### src/rtl/fifo_rr_arbiter.sv
// fifo_rr_arbiter: shares one downstream FIFO write port among NUM_LANES upstream FIFOs.
// Optional macro ARB_PRIO_EN gives lane 0 strict priority over the round-robin lanes.
module fifo_rr_arbiter #(
    parameter int DATA_BITS = 10,
    parameter int ADDR_BITS = 3,
    parameter int NUM_LANES = 4,
    parameter int HIGH      = 6,
    parameter int LOW       = 2
) (
    input  logic                           clk,
    input  logic                           reset,
    input  logic                           init,
    input  logic [ADDR_BITS-1:0]           high_limit_in,
    input  logic [ADDR_BITS-1:0]           low_limit_in,
    input  logic [NUM_LANES-1:0]           fifo_empty,
    input  logic [NUM_LANES-1:0]           fifo_error,
    input  logic [NUM_LANES*DATA_BITS-1:0] fifo_data,
    input  logic                           down_almost_full,
    output logic [NUM_LANES-1:0]           fifo_read,
    output logic [ADDR_BITS-1:0]           high_limit,
    output logic [ADDR_BITS-1:0]           low_limit,
    output logic [DATA_BITS-1:0]           data_out,
    output logic                           push_out,
    output logic [2:0]                     state,
    output logic                           idle_out,
    output logic                           error_out
);

    localparam int PTR_BITS = (NUM_LANES > 2) ? $clog2(NUM_LANES) : 1;
    localparam logic [NUM_LANES-1:0] LANE_ONE = NUM_LANES'(1);

    typedef enum logic [2:0] {
        S_RESET  = 3'd0,
        S_INIT   = 3'd1,
        S_IDLE   = 3'd2,
        S_ACTIVE = 3'd3,
        S_ERROR  = 3'd4
    } state_t;

    state_t              st;
    logic [PTR_BITS-1:0] ptr;
    logic [PTR_BITS-1:0] gnt_lane;
    logic [PTR_BITS-1:0] rd_lane;
    logic                rd_valid;
    logic                found;
    logic [PTR_BITS-1:0] pick;
    logic [PTR_BITS-1:0] idx;
    logic                any_err;
    logic                any_ready;
`ifdef ARB_PRIO_EN
    logic                prio_hit;
`endif

    assign state     = st;
    assign any_err   = |fifo_error;
    assign any_ready = ~&fifo_empty;

    // First non-empty lane after the last granted one, wrapping.
    always_comb begin
        found = 1'b0;
        pick  = '0;
        idx   = '0;
`ifdef ARB_PRIO_EN
        prio_hit = 1'b0;
        if (!fifo_empty[0]) begin
            found    = 1'b1;
            prio_hit = 1'b1;
        end
`endif
        for (int k = 1; k <= NUM_LANES; k++) begin
            idx = PTR_BITS'((32'(ptr) + 32'(k)) % NUM_LANES);
            if (!found && !fifo_empty[idx]) begin
                found = 1'b1;
                pick  = idx;
            end
        end
    end

    always_ff @(posedge clk or posedge reset) begin
        if (reset) begin
            st         <= S_RESET;
            ptr        <= PTR_BITS'(NUM_LANES - 1);
            gnt_lane   <= '0;
            rd_lane    <= '0;
            rd_valid   <= 1'b0;
            fifo_read  <= '0;
            high_limit <= ADDR_BITS'(HIGH);
            low_limit  <= ADDR_BITS'(LOW);
            data_out   <= '0;
            push_out   <= 1'b0;
            idle_out   <= 1'b0;
            error_out  <= 1'b0;
        end else begin
            // Words already popped always complete, whatever the state does.
            rd_valid  <= |fifo_read;
            rd_lane   <= gnt_lane;
            push_out  <= rd_valid;
            if (rd_valid)
                data_out <= fifo_data[32'(rd_lane)*DATA_BITS +: DATA_BITS];
            fifo_read <= '0;
            idle_out  <= 1'b0;

            if (st == S_RESET) begin
                st <= S_INIT;
            end else if (any_err || st == S_ERROR) begin
                st        <= S_ERROR;
                error_out <= 1'b1;
            end else if (init) begin
                st <= S_INIT;
                if (st == S_INIT) begin
                    high_limit <= high_limit_in;
                    low_limit  <= low_limit_in;
                end
            end else begin
                unique case (st)
                    S_INIT: begin
                        st         <= S_IDLE;
                        idle_out   <= 1'b1;
                        high_limit <= high_limit_in;
                        low_limit  <= low_limit_in;
                    end
                    S_IDLE: begin
                        if (any_ready)
                            st <= S_ACTIVE;
                        else
                            idle_out <= 1'b1;
                    end
                    S_ACTIVE: begin
                        if (!any_ready) begin
                            st       <= S_IDLE;
                            idle_out <= 1'b1;
                        end else if (!down_almost_full && found) begin
                            fifo_read <= LANE_ONE << pick;
                            gnt_lane  <= pick;
`ifdef ARB_PRIO_EN
                            if (!prio_hit)
                                ptr <= pick;
`else
                            ptr <= pick;
`endif
                        end
                    end
                    default: begin
                        st <= S_ERROR;
                    end
                endcase
            end
        end
    end

endmodule
### config.mk
export PLATFORM = sky130hd
export DESIGN_NAME = fifo_rr_arbiter
export DESIGN_NICKNAME = d
export VERILOG_FILES = /design/src/rtl/fifo_rr_arbiter.sv
export SDC_FILE = /design/constraint.sdc
export NUM_CORES = 1
export LEC_CHECK = 0
export CORE_ASPECT_RATIO = 1.4
export CORE_MARGIN = 5
export CORE_UTILIZATION = 42
export CTS_CLUSTER_SIZE = 40
export DETAILED_ROUTE_END_ITERATION = 8
export PLACE_DENSITY = 0.95
export SLEW_MARGIN = 20
export SYNTH_ARGS = -nofsm -noshare
export SYNTH_HDL_FRONTEND = slang
export SYNTH_SLANG_ARGS = --single-unit
### constraint.sdc
create_clock -name clk -period 2.75 [get_ports clk]
set_clock_uncertainty 0.05 [all_clocks]
set_input_delay 0.275 -clock clk [delete_from_list [all_inputs] [get_ports clk]]
set_output_delay 0.275 -clock clk [all_outputs]
set_load 0.01 [all_outputs]
### Placement by cell class

Bar = 20 µm. Fill, decap, tap and diode cells in grey.
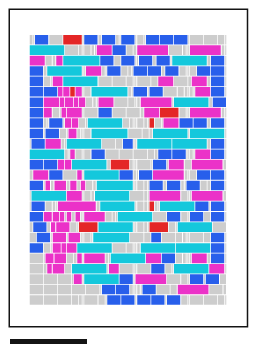
remaining buffers and delay cells -> blue  # cells 85, share of their area 34%
registers -> cyan  # cells 33, share of their area 34%
remaining logic cells -> magenta  # cells 73, share of their area 29%
clock drivers and dummy loads -> red  # cells 8, share of their area 3.2%
fraction of area in registers: 32.8%
Core ar.: 3640 µm²

### M2 wires

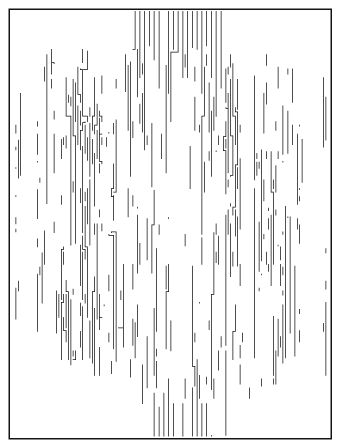
share of all routed wire = 53%
nets with wire on the layer = 240
main direction = vertical
longest straight run = 32.6 µm

### Logic cells by family

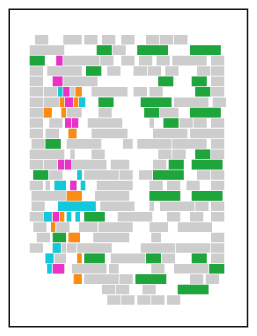
nand cells -> cyan  # cells 12
mux cells -> green  # cells 29, where spread over the die
aoi and oai cells -> magenta  # cells 11
nor cells -> orange  # cells 12

==> results.json <==
{
  "drt.antenna.violating_nets": 0,
  "synth_cell_types": 33,
  "relSlewSlack_pct": 59.0,
  "grt_usage_pct": 16.7,
  "outcome": "complete, no violations",
  "nNetsFinal": 256,
  "grt_pass1_wl_um": 6030,
  "first_pass_iters": 4,
  "rr_startpoint": "rd_lane[0]",
  "p_per_area_nw_per_um2": 473,
  "crit_path_end_kind": "register",
  "max_freq_ghz": 0.464,
  "syn_nets": 168,
  "drt-initial-drc-count": 18,
  "ir_drop_v": 0.000472,
  "dominantRegCellSynth": "dfrtp_1",
  "layout_min_cycle_time_ps": 2160,
  "cts_setup_buffers": 0,
  "cts_tree": "built",
  "portBuffers": 83,
  "grt_max_degree": 15,
  "layout.cells.most_common": "clkdlybuf4s50_1",
  "dieArea_um2": 5110,
  "hold_buffers": 0,
  "vias_per_cell": 5.22,
  "drcViolationCount": 0,
  "fin_ws_ps": 594,
  "wirelength_um": 3920,
  "cts_root_buf": "clkbuf_8",
  "warning_count": 26,
  "antenna_found_initial": 0,
  "cts_buffers": 5,
  "grt_pass1_vias": 1341,
  "critPathLaunchType": "input port",
  "synth_cells": 110,
  "ctsHtreeMaxLevel": 2,
  "utilization_pct": 69.6,
  "fp_util_pct": 43.4,
  "cp.arrival_ps": 2280,
  "clkTransAtPathRegs_ps": 60,
  "setup-violations-final": 0,
  "critPathMaxFanout": 7,
  "ys_ff": 33,
  "ys_area_um2": 1580,
  "die_h_um": 82.6,
  "avgSynthCellArea_um2": 14.4,
  "drive_gt1_share_pct": 23.1,
  "cts_buffer_depth": 2,
  "final_cell_mix": "clkdlybuf4s50_1 (83), dfrtp_1 (28), mux2_2 (16), mux4_2 (10), o21ai_0 (7)",
  "leakagePower_nw": 1.07,
  "maxCapViolations": 0,
  "antennaDiodeCount": 0,
  "dp_hpwl_um": 3230,
  "dp_slack_ps": 296,
  "clock_sinks": 33,
  "fin_crit_sh_pct": 78.4,
  "rsz0062_at_grt": "false",
  "nFillCells": 284,
  "async_reset_ff_share_pct": 100,
  "required_ps": 2870,
  "yosysWarnings": 0,
  "grt.overflow.total": 0,
  "num_io_pins": 84,
  "worstSkewPairLatency_ps": 280,
  "gp_congestion": 0.817,
  "worst_pin_slew_ps": 615,
  "yosysSeqAreaShare_pct": 52.7,
  "wl_per_cell_um": 16.3,
  "rows": 26,
  "critPathKind": "input port to register",
  "hp-class": "input port to async pin",
  "ctsResizeCount": 0,
  "hold_viol": 0,
  "slew_viol_final": 0,
  "edf_count": 0,
  "area_delta_synth_final_pct": 60.4,
  "vias": 1259,
  "yosys_cells": 110,
  "synth_area_um2": 1580,
  "critPathLaunch": "fifo_error[1]",
  "die_width_um": 61.8,
  "tns_ps": 0
}
## routing by layer
metal  GRT usage (%)  vias up  wire (µm)
li1                -      589          -
met1            16.6      602       1320
met2            29.6       64       2080
met3            7.47        4        474
met4            6.16        0         45
met5               0        -          0
## registers in the layout, indices dropped and copies added (netlist names)
name,count
error_out,1
low_limit,3
rd_valid,1
high_limit,3
fifo_read,4
gnt_lane,2
rd_lane,2
idle_out,1
ptr,2
state,3
data_out,10
push_out,1
## synthesized netlist by cell type (2+ instances only)
master    count  share of area (%)
dfrtp_1      28                 44
nand2_1       6                1.4
nor2_1        6                1.4
mux2_2       16                 11
nand2b_1      2               0.79
dfstp_2       5                8.3
inv_1         3               0.71
mux4_2       10                 14
mux2_4        2                1.9
nor2b_1       2               0.79
o21ai_0       7                2.2
or4_4         2                1.4
## metrics by stage
step	cell area, µm²	cells	hold WS (ps)	total power, W
finish	2530	241	226	0.00120
global route	2530	241	264	0.00127
CTS	2530	241	239	0.00122
detailed placement	2450	233	326	0.000866
global placement	2450	233	311	0.000857
floorplan	1580	110	298	0.000675
## cell type report
| cell class | instances | area [µm²] | area share [%] |
|---|---|---|---|
| Sequential cell | 33 | 832 | 32.8 |
| Inverter | 3 | 11.3 | 0.444 |
| Timing Repair Buffer | 85 | 846 | 33.4 |
| Tap cell | 42 | 52.6 | 2.07 |
| Multi-Input combinational cell | 70 | 713 | 28.1 |
| Clock buffer | 8 | 80.1 | 3.16 |
## power breakdown
part	leakage, nW	switching, W	internal, W
Sequential	0.432	0.0000372	0.000536
Clock	0.0395	0.000166	0.000180
Combinational	0.597	0.0000937	0.000186
## path summary, 6_finish.rpt
path,cells after the start,slack [ps],to
setup / recovery,5,590,gnt_lane[0]
hold / removal,2,230,low_limit[2]
setup reg to reg,2,990,data_out[5]
hold reg to reg,0,330,rd_lane[0]
max in group asynchronous,3,1820,high_limit[2]
min in group clk,0,330,rd_lane[0]
## critical path, stage by stage
cell and delay [ps]:
clkdlybuf4s50_1 420, or4_4 550, or4_4 550, nor2_4 170, mux2_4 310
## cell families (layout without fill, tap and decap cells)
kind of cell / Yosys count / in the layout / share of synthesized area (%)
DFF: 33 / 33 / 52.7
muxes: 29 / 29 / 28.2
and+or+nand+nor: 29 / 29 / 12.4
AOI/OAI and AO/OA: 12 / 12 / 4.59
buffers and inverters: 7 / 96 / 2.22
Power is estimated from default activity; no workload was simulated.
